`src/rtl/uart_tx_multi_pop.sv`:
```
// UART transmitter that drains a multi-pop byte FIFO in bursts of up to NO
// bytes and sends them as back-to-back start/data/stop frames on tx.
module uart_tx_multi_pop #(
   parameter int unsigned W       = 8,
   parameter int unsigned NO      = 4,
   parameter int unsigned WN      = $clog2(NO + 1),
   parameter int unsigned CLK_DIV = 434
) (
   input  logic            clk,
   input  logic            rst,
   input  logic [WN-1:0]   can_pop,
   input  logic [NO*W-1:0] pop_data,
   output logic [WN-1:0]   pop,
   output logic            tx,
   output logic            busy,
   output logic [15:0]     frames_sent
);

   localparam int unsigned DW = (CLK_DIV > 1) ? $clog2(CLK_DIV) : 1;
   localparam int unsigned BW = (W > 1) ? $clog2(W) : 1;
   localparam int unsigned IW = (NO > 1) ? $clog2(NO) : 1;

   typedef enum logic [1:0] {
      IDLE,
      START,
      DATA,
      STOP
   } state_t;

   state_t        state, state_nxt;
   logic [DW-1:0] div, div_nxt;
   logic [BW-1:0] bit_idx, bit_idx_nxt;
   logic [IW-1:0] idx, idx_nxt;
   logic [WN-1:0] left, left_nxt;
   logic [15:0]   frames_nxt;
   logic          tx_nxt;
   logic          bit_end;
   logic [W-1:0]  burst_buf [NO];

   // Pop request: only from IDLE, clamped to the burst buffer depth.
   always_comb begin
      pop = '0;
      if (state == IDLE && can_pop != '0) begin
         pop = (can_pop > WN'(NO)) ? WN'(NO) : can_pop;
      end
   end

   // Busy whenever a burst is in flight.
   always_comb begin
      busy = (state != IDLE);
   end

   // Next-state logic; tx is precomputed from the state being entered so the
   // line can come straight from a register with no extra cycle of latency.
   always_comb begin
      state_nxt   = state;
      div_nxt     = div;
      bit_idx_nxt = bit_idx;
      idx_nxt     = idx;
      left_nxt    = left;
      frames_nxt  = frames_sent;
      tx_nxt      = 1'b1;
      bit_end     = (div == DW'(CLK_DIV - 1));

      if (state != IDLE) begin
         div_nxt = bit_end ? '0 : div + DW'(1);
      end

      case (state)
         IDLE: begin
            if (pop != '0) begin
               state_nxt = START;
               div_nxt   = '0;
               left_nxt  = pop;
               idx_nxt   = '0;
            end
         end
         START: begin
            if (bit_end) begin
               state_nxt   = DATA;
               bit_idx_nxt = '0;
            end
         end
         DATA: begin
            if (bit_end) begin
               if (bit_idx == BW'(W - 1)) begin
                  state_nxt = STOP;
               end else begin
                  bit_idx_nxt = bit_idx + BW'(1);
               end
            end
         end
         STOP: begin
            if (bit_end) begin
               frames_nxt = frames_sent + 16'd1;
               left_nxt   = left - WN'(1);
               if (left != WN'(1)) begin
                  idx_nxt   = idx + IW'(1);
                  state_nxt = START;
               end else begin
                  state_nxt = IDLE;
               end
            end
         end
         default: state_nxt = IDLE;
      endcase

      case (state_nxt)
         START:   tx_nxt = 1'b0;
         DATA:    tx_nxt = burst_buf[idx_nxt][bit_idx_nxt];
         default: tx_nxt = 1'b1;
      endcase
   end

   // State, counters and the registered serial line.
   always_ff @(posedge clk or posedge rst) begin
      if (rst) begin
         state       <= IDLE;
         div         <= '0;
         bit_idx     <= '0;
         idx         <= '0;
         left        <= '0;
         frames_sent <= '0;
         tx          <= 1'b1;
      end else begin
         state       <= state_nxt;
         div         <= div_nxt;
         bit_idx     <= bit_idx_nxt;
         idx         <= idx_nxt;
         left        <= left_nxt;
         frames_sent <= frames_nxt;
         tx          <= tx_nxt;
      end
   end

   // Burst buffer: captures the popped FIFO head words on the pop edge.
   always_ff @(posedge clk or posedge rst) begin
      if (rst) begin
         for (int unsigned i = 0; i < NO; i++) begin
            burst_buf[i] <= '0;
         end
      end else begin
         for (int unsigned i = 0; i < NO; i++) begin
            if (i < 32'(pop)) begin
               burst_buf[i] <= pop_data[i*W +: W];
            end
         end
      end
   end

endmodule

```
`config.mk`:
```
export PLATFORM = sky130hd
export DESIGN_NAME = uart_tx_multi_pop
export DESIGN_NICKNAME = d
export VERILOG_FILES = /design/src/rtl/uart_tx_multi_pop.sv
export SDC_FILE = /design/constraint.sdc
export NUM_CORES = 1
export LEC_CHECK = 0
export CAP_MARGIN = 20
export CORE_ASPECT_RATIO = 1.1
export CORE_MARGIN = 2
export CORE_UTILIZATION = 37
export DETAILED_ROUTE_END_ITERATION = 8
export DONT_BUFFER_PORTS = 1
export PLACE_DENSITY = 0.51
export SETUP_SLACK_MARGIN = 0.4
export SYNTH_ARGS = -nofsm -noshare
export SYNTH_HDL_FRONTEND = slang
export SYNTH_SLANG_ARGS = --single-unit
export TNS_END_PERCENT = 1
```
`constraint.sdc`:
```
create_clock -name clk -period 5.75 [get_ports clk]
set_clock_uncertainty 0.15 [all_clocks]
set_input_delay 1.4375 -clock clk [delete_from_list [all_inputs] [get_ports clk]]
set_output_delay 1.4375 -clock clk [all_outputs]
set_load 0.01 [all_outputs]
```
Fig. 1: signal wires by layer
Scale: 4 px per um.
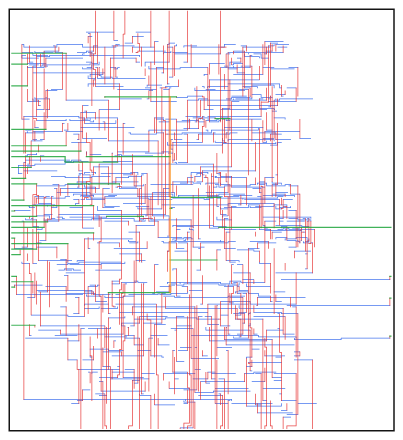
| colour | layer | wire length |
|---|---|---|
| red | M2 | 3220 um |
| green | M3 | 355 um |
| orange | M4 | 49.0 um |
| blue | M1 | 3240 um |
Wirelength per Cell: 16.7 um
DR vias: 2195
All-Layer GR Usage: 15.0%
Routed WL: 6860 um

Fig. 2: supply network
Scale: 4 px per um. Pins as bars on the die edge. Tap cells in grey.
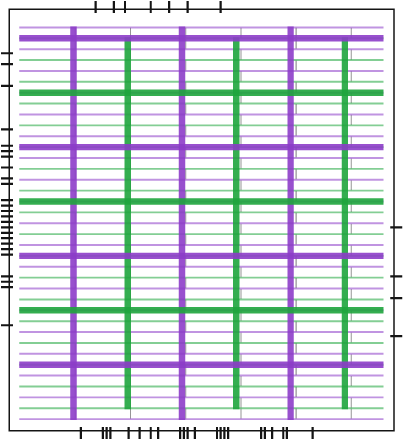
| colour | net |
|---|---|
| green | VDD |
| purple | VSS |
met5 straps: 7
met1 rails: 37
Chip Height: 105 um
core outline area: 0.00892 mm2

==> summary.txt <==
Tool Warnings: 31
chip area: 0.0101 mm2
worst slack, placed: 2.12 ns
yosys warns: 0
Netlist cell types: 43
area of the mapped netlist: 0.00343 mm2
Worst slew margin: 43.1%
H-tree levels: 3
Dominant comb cell: multiplexers
Final Hold Fails: 0
Worst Path Arrival: 1.99 ns
Hold Path Stages: 2
clk buf depth: 2
Post-CTS Setup Bufs: 0
outcome: completed
hold slack: 0.337 ns
GRT met1 Usage: 20.0%
seq pwr: 710 uW
and+or+nand+nor area frac: 12.7%
Seq/Total Area, Yosys: 49.6%
Switch Pwr: 467 uW
Comb area share: 43.0%
floorplan utilization: 38.5%
Mux area share: 17.6%
fraction of layout cells with a size suffix above 1: 20.9%
post-route insts no fill: 410
drt first pass iters: 4
Cells after Synth: 284
setup TNS: 0 ns
Top FF cell, synth: dfrtp_1
Pleak: 1.71 nW
top flop regs: burst_buf x32, frames_sent x16, div x9
Critical Path Start: state[0]
kind of cell adding the most delay to the critical path: simple AND/OR/NAND/NOR gates
Fig. 3: signal wires on met3
Scale: 3 px per um.
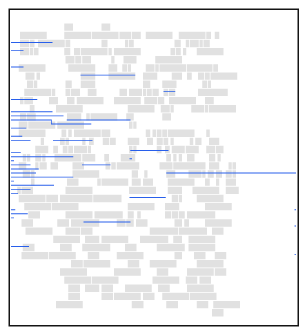
main direction: horizontal
wire length on this layer: 355 um
met3 Usage GRT: 5.55%

No activity file was given, so power comes from the tool's default toggle rates.
